File: config.mk
export PLATFORM = sky130hd
export DESIGN_NAME = wave_pwm_dac_flat
export DESIGN_NICKNAME = d
export VERILOG_FILES = /design/src/rtl/wave_pwm_dac_pkg.sv /design/src/rtl/wave_pwm_dac_if.sv /design/src/rtl/wave_pwm_dac_sample_fifo.sv /design/src/rtl/wave_pwm_dac.sv /design/src/flat_wrapper.sv
export SDC_FILE = /design/constraint.sdc
export NUM_CORES = 1
export LEC_CHECK = 0
export ABC_AREA = 1
export ABC_CLOCK_PERIOD_IN_PS = 5010
export CAP_MARGIN = 20
export CORE_MARGIN = 1
export CORE_UTILIZATION = 55
export CTS_CLUSTER_SIZE = 40
export DETAILED_ROUTE_END_ITERATION = 16
export PLACE_DENSITY = 0.78
export SYNTH_ARGS = -nofsm -noshare
export SYNTH_HDL_FRONTEND = slang
export SYNTH_SLANG_ARGS = --single-unit
File: constraint.sdc
create_clock -name clk -period 5.01 [get_ports clk]
set_input_delay 1.002 -clock clk [delete_from_list [all_inputs] [get_ports clk]]
set_output_delay 1.002 -clock clk [all_outputs]
set_load 0.005 [all_outputs]
File: src/rtl/wave_pwm_dac_pkg.sv
// Shared constants and types for the PWM DAC output stage.
// Holds the default sample width, the midscale value and the gain select type.
package wave_pkg;

  localparam int DEFAULT_DATA_W = 8;
  localparam int MID            = 1 << (DEFAULT_DATA_W - 1);

  typedef logic [1:0] gain_t;

endpackage

File: src/rtl/wave_pwm_dac_if.sv
// Valid/ready sample stream from the function generator into the PWM DAC.
// The generator drives the master side and the DAC consumes on the slave side.
interface wave_pwm_dac_if
  import wave_pkg::*;
#(
  parameter int DATA_W = DEFAULT_DATA_W
) ();

  logic [DATA_W-1:0] s_data;
  logic              s_valid;
  logic              s_ready;

  modport master (output s_data, output s_valid, input s_ready);
  modport slave  (input s_data, input s_valid, output s_ready);

endinterface

File: src/rtl/wave_pwm_dac_sample_fifo.sv
// Small synchronous sample FIFO with level output; depth must be a power of two.
// Pushes while full and pops while empty are ignored.
module sample_fifo
  import wave_pkg::*;
#(
  parameter int DATA_W     = DEFAULT_DATA_W,
  parameter int FIFO_DEPTH = 4
) (
  input  logic                         clk,
  input  logic                         rst,
  input  logic                         push_i,
  input  logic [DATA_W-1:0]            data_i,
  input  logic                         pop_i,
  output logic [DATA_W-1:0]            data_o,
  output logic                         full_o,
  output logic                         empty_o,
  output logic [$clog2(FIFO_DEPTH):0]  level_o
);

  localparam int PTR_W = $clog2(FIFO_DEPTH);
  localparam int LVL_W = PTR_W + 1;

  logic [DATA_W-1:0] mem [FIFO_DEPTH];
  logic [PTR_W-1:0]  wrPtr_q, wrPtr_d;
  logic [PTR_W-1:0]  rdPtr_q, rdPtr_d;
  logic [LVL_W-1:0]  level_q, level_d;
  logic              doPush;
  logic              doPop;

  assign full_o  = (level_q == LVL_W'(FIFO_DEPTH));
  assign empty_o = (level_q == '0);
  assign level_o = level_q;
  assign data_o  = mem[rdPtr_q];
  assign doPush  = push_i && !full_o;
  assign doPop   = pop_i && !empty_o;

  // Pointers wrap naturally because the depth is a power of two.
  always_comb begin
    wrPtr_d = wrPtr_q;
    rdPtr_d = rdPtr_q;
    level_d = level_q;
    if (doPush) wrPtr_d = wrPtr_q + PTR_W'(1);
    if (doPop)  rdPtr_d = rdPtr_q + PTR_W'(1);
    case ({doPush, doPop})
      2'b10:   level_d = level_q + LVL_W'(1);
      2'b01:   level_d = level_q - LVL_W'(1);
      default: level_d = level_q;
    endcase
  end

  always_ff @(posedge clk or posedge rst) begin
    if (rst) begin
      wrPtr_q <= '0;
      rdPtr_q <= '0;
      level_q <= '0;
    end else begin
      wrPtr_q <= wrPtr_d;
      rdPtr_q <= rdPtr_d;
      level_q <= level_d;
    end
  end

  always_ff @(posedge clk) begin
    if (doPush) mem[wrPtr_q] <= data_i;
  end

endmodule

File: src/rtl/wave_pwm_dac.sv
// PWM output stage: buffers generator samples and loads one duty value per PWM period.
// Optional amplitude scaling around midscale is enabled with `define AMPLITUDE_SCALE_EN.
module wave_pwm_dac
  import wave_pkg::*;
#(
  parameter int DATA_W     = DEFAULT_DATA_W,
  parameter int FIFO_DEPTH = 4,
  parameter int PRESCALE   = 1
) (
  input  logic                         clk,
  input  logic                         rst,
  wave_pwm_dac_if.slave                s,
  input  logic                         enable,
  input  gain_t                        gain,
  input  logic                         clr_underrun,
  output logic                         pwm_out,
  output logic                         sample_tick,
  output logic                         underrun,
  output logic [$clog2(FIFO_DEPTH):0]  fifo_level
);

  localparam int               PRE_W    = (PRESCALE > 1) ? $clog2(PRESCALE) : 1;
  localparam logic [PRE_W-1:0] PRE_LAST = PRE_W'(PRESCALE - 1);

  logic [PRE_W-1:0]  pre_q, pre_d;
  logic [DATA_W-1:0] cnt_q, cnt_d;
  logic [DATA_W-1:0] duty_q, duty_d;
  logic              pwm_q, pwm_d;
  logic              tick_q;
  logic              underrun_q, underrun_d;

  logic [DATA_W-1:0] fifoHead;
  logic              fifoFull;
  logic              fifoEmpty;
  logic              pushReq;
  logic              popReq;
  logic              loadEvent;
  logic [DATA_W-1:0] sampleEff;

  sample_fifo #(
    .DATA_W     (DATA_W),
    .FIFO_DEPTH (FIFO_DEPTH)
  ) uFifo (
    .clk     (clk),
    .rst     (rst),
    .push_i  (pushReq),
    .data_i  (s.s_data),
    .pop_i   (popReq),
    .data_o  (fifoHead),
    .full_o  (fifoFull),
    .empty_o (fifoEmpty),
    .level_o (fifo_level)
  );

  assign s.s_ready = !fifoFull;
  assign pushReq   = s.s_valid && !fifoFull;
  assign loadEvent = enable && (cnt_q == '0) && (pre_q == '0);
  assign popReq    = loadEvent && !fifoEmpty;

`ifdef AMPLITUDE_SCALE_EN
  // Signed excursion from midscale is shifted, then re-centred; the carry never matters.
  localparam logic [DATA_W:0] MID_V = {2'b01, {(DATA_W-1){1'b0}}};
  logic signed [DATA_W:0] sampleDiff;
  logic signed [DATA_W:0] sampleShift;
  logic                   unusedCarry;

  assign sampleDiff  = $signed({1'b0, fifoHead}) - $signed(MID_V);
  assign sampleShift = sampleDiff >>> gain;
  assign {unusedCarry, sampleEff} = MID_V + $unsigned(sampleShift);
`else
  logic unusedGain;

  assign unusedGain = ^gain;
  assign sampleEff  = fifoHead;
`endif

  // Counters, load and comparator; a duty loaded on this edge is compared immediately.
  always_comb begin
    pre_d      = '0;
    cnt_d      = '0;
    duty_d     = duty_q;
    pwm_d      = 1'b0;
    underrun_d = underrun_q;
    if (popReq) duty_d = sampleEff;
    if (enable) begin
      pre_d = (pre_q == PRE_LAST) ? '0 : pre_q + PRE_W'(1);
      cnt_d = (pre_q == PRE_LAST) ? cnt_q + DATA_W'(1) : cnt_q;
      pwm_d = (cnt_q < duty_d);
    end
    if (loadEvent && fifoEmpty) underrun_d = 1'b1;
    else if (clr_underrun)      underrun_d = 1'b0;
  end

  always_ff @(posedge clk or posedge rst) begin
    if (rst) begin
      pre_q      <= '0;
      cnt_q      <= '0;
      duty_q     <= '0;
      pwm_q      <= 1'b0;
      tick_q     <= 1'b0;
      underrun_q <= 1'b0;
    end else begin
      pre_q      <= pre_d;
      cnt_q      <= cnt_d;
      duty_q     <= duty_d;
      pwm_q      <= pwm_d;
      tick_q     <= loadEvent;
      underrun_q <= underrun_d;
    end
  end

  assign pwm_out     = pwm_q;
  assign sample_tick = tick_q;
  assign underrun    = underrun_q;

endmodule

File: src/flat_wrapper.sv
// flat-port wrapper written by rule: the top's interface ports become plain ports
module wave_pwm_dac_flat import wave_pkg::*;
#(
  parameter int DATA_W     = DEFAULT_DATA_W,
  parameter int FIFO_DEPTH = 4,
  parameter int PRESCALE   = 1
)
  (clk, rst, enable, gain, clr_underrun, pwm_out, sample_tick, underrun, fifo_level, s_s_data, s_s_valid, s_s_ready);
  wave_pwm_dac_if #(.DATA_W(DATA_W)) s_i ();
  input  logic clk;
  input  logic rst;
  input  logic enable;
  input  gain_t gain;
  input  logic clr_underrun;
  output logic pwm_out;
  output logic sample_tick;
  output logic underrun;
  output logic [$clog2(FIFO_DEPTH):0] fifo_level;
  input wire logic [$bits(s_i.s_data)-1:0] s_s_data;
  input wire logic [$bits(s_i.s_valid)-1:0] s_s_valid;
  output wire logic [$bits(s_i.s_ready)-1:0] s_s_ready;
  assign s_i.s_data = s_s_data;
  assign s_i.s_valid = s_s_valid;
  assign s_s_ready = s_i.s_ready;
  wave_pwm_dac #(.DATA_W(DATA_W), .FIFO_DEPTH(FIFO_DEPTH), .PRESCALE(PRESCALE)) u_core (.clk(clk), .rst(rst), .s(s_i), .enable(enable), .gain(gain), .clr_underrun(clr_underrun), .pwm_out(pwm_out), .sample_tick(sample_tick), .underrun(underrun), .fifo_level(fifo_level));
endmodule
**Wiring heat map**

Scale: 4 px per µm. 14 x 14 tiles, from dark purple (low) to yellow (high), scaled to the fullest tile. Values are wire area over tile area, all layers added.
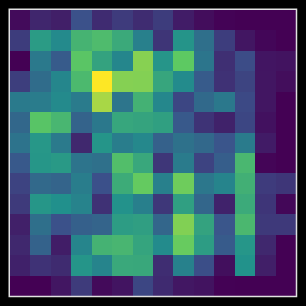
27% of the tiles are over half the peak. The fullest tile reaches 0.43. 11% of the tiles are nearly empty. The emptiest ninth of the die: north-east. The mean over all tiles is 0.14.
total wire length: 4510 µm
overall fraction of global-route tracks in use: 0.205
routed vias: 1748

**A small window of the routed layout**

Window x 21 to 51, y 21 to 51 µm. Cells in gray, sequential cells in the stronger gray; small squares are vias.
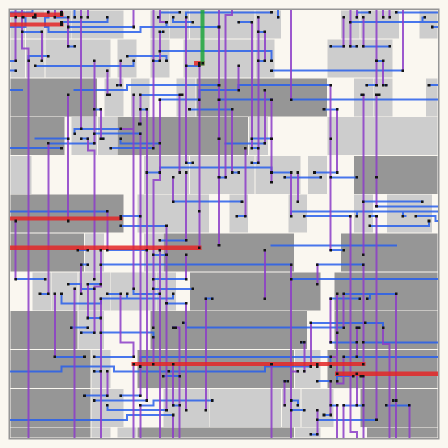
Purple shows M2. Red shows M3. Green shows M4. Blue shows M1.
Sequential cells in the window: 15. Most frequent: inv_1 (11), nand2_1 (9), dfrtp_1 (8). 66 logic cells have their middle in the window. Netlist names of flops here include `u_core.uFifo.mem` (7), `u_core.duty_q` (6), `u_core.uFifo.rdPtr_q` (2).

**Cell outlines without signal wires**

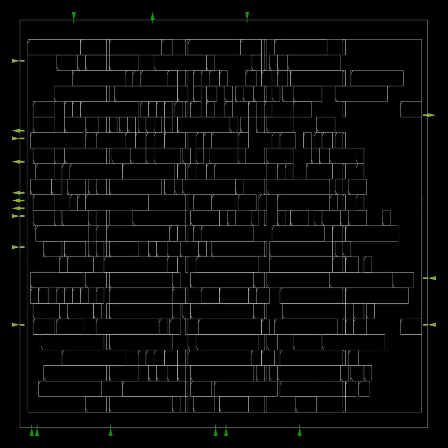
number of well-tap cells placed: 52
Fill cells: 327
final instance count without filler cells: 335
placement row count: 24
number of flip-flops and latches: 58

**Metal layers overlaid**

Scale: 4 px per µm. Two of the layers only.
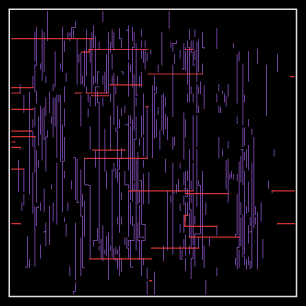
Purple shows M2, wire length 2160 µm. Red shows M3, wire length 215 µm.
average wire per standard cell: 13.5 µm

==> metrics.log <==
[flow] final metrics
[metrics] outcome: finished clean
[metrics] setup repair after global routing missed its margin: false
[metrics] area taken by flip-flops and latches: 1610 µm²
[metrics] final core occ: 0.704
[metrics] switching share of total power: 0.310
[metrics] Relative slew margins: 0.490
[metrics] arrival time worst endpoint: 3440 ps
[metrics] largest net degree at the start of global routing: 27
[metrics] total inserted antenna cells: 0
[metrics] primary flip-flop cell chosen by synthesis mapping: sky130_fd_sc_hd__edfxtp_1
[metrics] CTS hold repair buffers: 0
[metrics] Post-Syn Area: 2650 µm²
[metrics] Multi-Input Combinational: 145
[metrics] worst skew pair latency: 340 ps
[metrics] clock-pin transition on the worst setup and hold timing paths: 70 ps
[metrics] internal cell power: 1.22 mW
[metrics] number of warning messages in the logs: 32
[metrics] relative area of clock buffers and inverters in the final design: 0.0868
[metrics] Boundary Pins: 22
[metrics] sequential-to-total area share from yosys stat: 0.608
[metrics] Hold Path Cell Cnt: 1
[metrics] syn_area_per_cell: 10.5 µm²
[metrics] portion of total power attributed to combinational logic: 0.276
[metrics] end of the worst register-to-register path: u_core.uFifo.level_o[2]
[metrics] iteration count of the initial detailed-routing pass: 5
[metrics] final setup slack of the worst path: 1780 ps
[metrics] cell total in the yosys stat output: 252
[metrics] first-pass GRT wire length: 7580 µm
[metrics] top cell type by total area after synthesis: sky130_fd_sc_hd__edfxtp_1
[metrics] Min Hold Slack: 511 ps
[metrics] Highest Clock Rate: 0.310 GHz
[metrics] class of the tightest hold or removal check: reg -> reg
[metrics] Non-CTS buffers: 20
[metrics] beginning of the critical path: enable
[metrics] depth of the worst register-to-register path: 12
[metrics] overall power of the completed layout: 1.77 mW
[metrics] Inverters, non-clock: 44
[metrics] power share of the clock group: 0.328
[metrics] IR Drop Worst-Case VDD: 366 µV
[metrics] switching pwr: 548 µW
[metrics] flops & latches, synth: 58
[metrics] footprint of the multi-input gates: 838 µm²
[metrics] fraction of standard cell area in multi-input logic: 0.264
[metrics] via density per instance: 5.22
[metrics] routability congestion estimate from global placement: 0.752
[metrics] Max Transition Viols Final: 0
[metrics] Synth Instances: 252
[metrics] setup slack, reg-to-reg: 2430 ps
[metrics] clkbuf count: 10
[metrics] cell with the most instances after synthesis: sky130_fd_sc_hd__inv_1
[metrics] end point of the critical path: u_core.uFifo.level_o[2]
[metrics] synth top area cells: sky130_fd_sc_hd__edfxtp_1, sky130_fd_sc_hd__dfrtp_1, sky130_fd_sc_hd__ha_1, sky130_fd_sc_hd__inv_1, sky130_fd_sc_hd__nand2_1
[metrics] synthesis-to-layout area growth: 19.7%
[metrics] min-delay src: u_core.cnt_q[0]
[metrics] number of violations of the max-capacitance limit: 0
[metrics] remaining antenna violation count after routing: 0
[metrics] FP Core Util: 0.588
[metrics] number of enable flip-flop cells: 32
[metrics] level count of the clock H-tree: 3
[metrics] critical path peak fanout: 14
[metrics] post-detail-place hpwl: 2960 µm
[metrics] Num CTS Buffers: 9
[metrics] cell at the root of the clock tree: sky130_fd_sc_hd__clkbuf_8
[metrics] worst setup path category: in -> reg
[metrics] total of warnings raised by yosys: 0
[metrics] number of DRC markers after the initial detailed-route iteration: 92
[metrics] asr flop ratio synth: 0.448
[metrics] initial antenna violation count: 0
[metrics] Std-Cell Core Area: 4500 µm²
[metrics] distinct lib cells: 26
[metrics] Total Negative Setup Slacks: 0 ps
[metrics] reported leakage power: 1.39 nW
[metrics] net count of the finished layout: 308
[metrics] fraction of standard cell area that is sequential: 0.508
[metrics] setup slack at placement: 1540 ps
[metrics] kind of start point of the critical path: primary input
[metrics] total cell area at the placement stage: 2870 µm²
[metrics] sequential fraction of design power: 0.396
[metrics] DRC errors left: 0
[metrics] area enclosed by the die boundary: 5100 µm²
[metrics] minimum period implied by the final worst setup slack: 3230 ps
[metrics] Signal buf overhead: 0.0686
[metrics] number of global-route vias before repair: 1640
[metrics] CP Capture Type: flop
[metrics] Gates resized, CTS repair: 0
[metrics] fin area: 3170 µm²
[metrics] number of setup violations in the final report: 0
[metrics] cell count after placement: 318
[metrics] yosys stat area: 2650 µm²
[metrics] power density over the cells: 557 nW/µm²
[metrics] startpoint of the most critical register-to-register path: u_core.cnt_q[0]
[metrics] Die W: 71.4 µm
[metrics] CTS tree: yes
[metrics] fraction of final layout cells with drive strength greater than 1: 0.113
[metrics] dominant kind of cell by area: sequential cells
[metrics] floorplan net count: 282
[metrics] number of buffer cells added on primary ports: 19
[metrics] most numerous cell types in the synthesized netlist: sky130_fd_sc_hd__inv_1, sky130_fd_sc_hd__edfxtp_1, sky130_fd_sc_hd__nand2_1
[metrics] Worst Path Required: 5220 ps
[metrics] Setup Skew: 11.0 ps
[metrics] number of buffers inserted to repair setup after CTS: 0
[metrics] worst-margin pin slew: 762 ps
[metrics] largest buffer count on any clock path: 2
[metrics] Final Hold Violating Endpoints: 0
[metrics] Die Ht: 71.4 µm
[metrics] part of the cycle the worst path needs: 0.645
[metrics] area share, top type: 0.363
[metrics] count of clock tree sinks: 58
[metrics] end of the worst hold path: u_core.cnt_q[0]
[cell usage in the layout (no fill, tap or decap)]
cell type,instances
sky130_fd_sc_hd__a211oi_1,1
sky130_fd_sc_hd__a21oi_1,8
sky130_fd_sc_hd__a21oi_2,1
sky130_fd_sc_hd__and2_2,1
sky130_fd_sc_hd__buf_16,1
sky130_fd_sc_hd__bufinv_16,4
sky130_fd_sc_hd__clkbuf_8,10
sky130_fd_sc_hd__clkdlybuf4s50_1,19
sky130_fd_sc_hd__clkinv_4,2
sky130_fd_sc_hd__dfrtp_1,26
sky130_fd_sc_hd__edfxtp_1,32
sky130_fd_sc_hd__fa_1,1
sky130_fd_sc_hd__ha_1,14
sky130_fd_sc_hd__inv_1,39
sky130_fd_sc_hd__inv_2,5
sky130_fd_sc_hd__nand2_1,32
sky130_fd_sc_hd__nand3_1,10
sky130_fd_sc_hd__nand3_2,1
sky130_fd_sc_hd__nor2_1,30
sky130_fd_sc_hd__nor2_2,1
sky130_fd_sc_hd__nor3_1,4
sky130_fd_sc_hd__o21ai_0,21
sky130_fd_sc_hd__o21ai_2,6
sky130_fd_sc_hd__o22ai_1,7
sky130_fd_sc_hd__o32ai_1,1
sky130_fd_sc_hd__or2_1,1
sky130_fd_sc_hd__xnor2_1,1
sky130_fd_sc_hd__xor2_1,4
[power groups by stage]
stage               clock (mW)  combinational, mW  sequential, mW
floorplan                    0              0.383           0.669
global placement             0              0.468           0.703
detailed placement           0              0.486           0.707
finish                   0.579              0.489           0.699
global route             0.608              0.563           0.715
CTS                      0.587              0.493           0.699
[sequential cells by signal, summed over array words and instances (netlist names)]
| name | count |
|---|---|
| u_core.cnt_q | 8 |
| u_core.duty_q | 8 |
| u_core.pwm_out | 1 |
| u_core.sample_tick | 1 |
| u_core.uFifo.level_o | 3 |
| u_core.uFifo.mem | 32 |
| u_core.uFifo.rdPtr_q | 2 |
| u_core.uFifo.wrPtr_q | 2 |
| u_core.underrun | 1 |
[cells by family (layout without fill, tap and decap cells)]
| family | after synthesis | after routing | share of synthesized area |
|---|---|---|---|
| AND-OR/OR-AND | 45 | 45 | 0.101 |
| flip-flops | 58 | 58 | 0.608 |
| buffers and inverters | 49 | 80 | 0.0755 |
| adder cells (fa/ha/maj) | 15 | 15 | 0.0737 |
| AND/OR/NAND/NOR | 80 | 80 | 0.126 |
| XOR/XNOR | 5 | 5 | 0.0165 |
[worst max-delay path, cell delays in order]
cell	delay, ps
sky130_fd_sc_hd__clkdlybuf4s50_1	630
sky130_fd_sc_hd__nand2_1	90
sky130_fd_sc_hd__nor2_1	160
sky130_fd_sc_hd__nand3_2	150
sky130_fd_sc_hd__inv_2	270
sky130_fd_sc_hd__ha_1	200
sky130_fd_sc_hd__inv_1	70
sky130_fd_sc_hd__fa_1	400
sky130_fd_sc_hd__a21oi_1	180
sky130_fd_sc_hd__o21ai_0	130
sky130_fd_sc_hd__xor2_1	160
[metal layers]
layer,vias to the layer above,global-route usage,wire [µm]
met2,45,0.312,2160
met4,0,0.0933,60
met5,-,0,0
li1,880,-,-
met3,10,0.0675,215
met1,813,0.271,2070
No activity file was given, so power comes from the tool's default toggle rates.
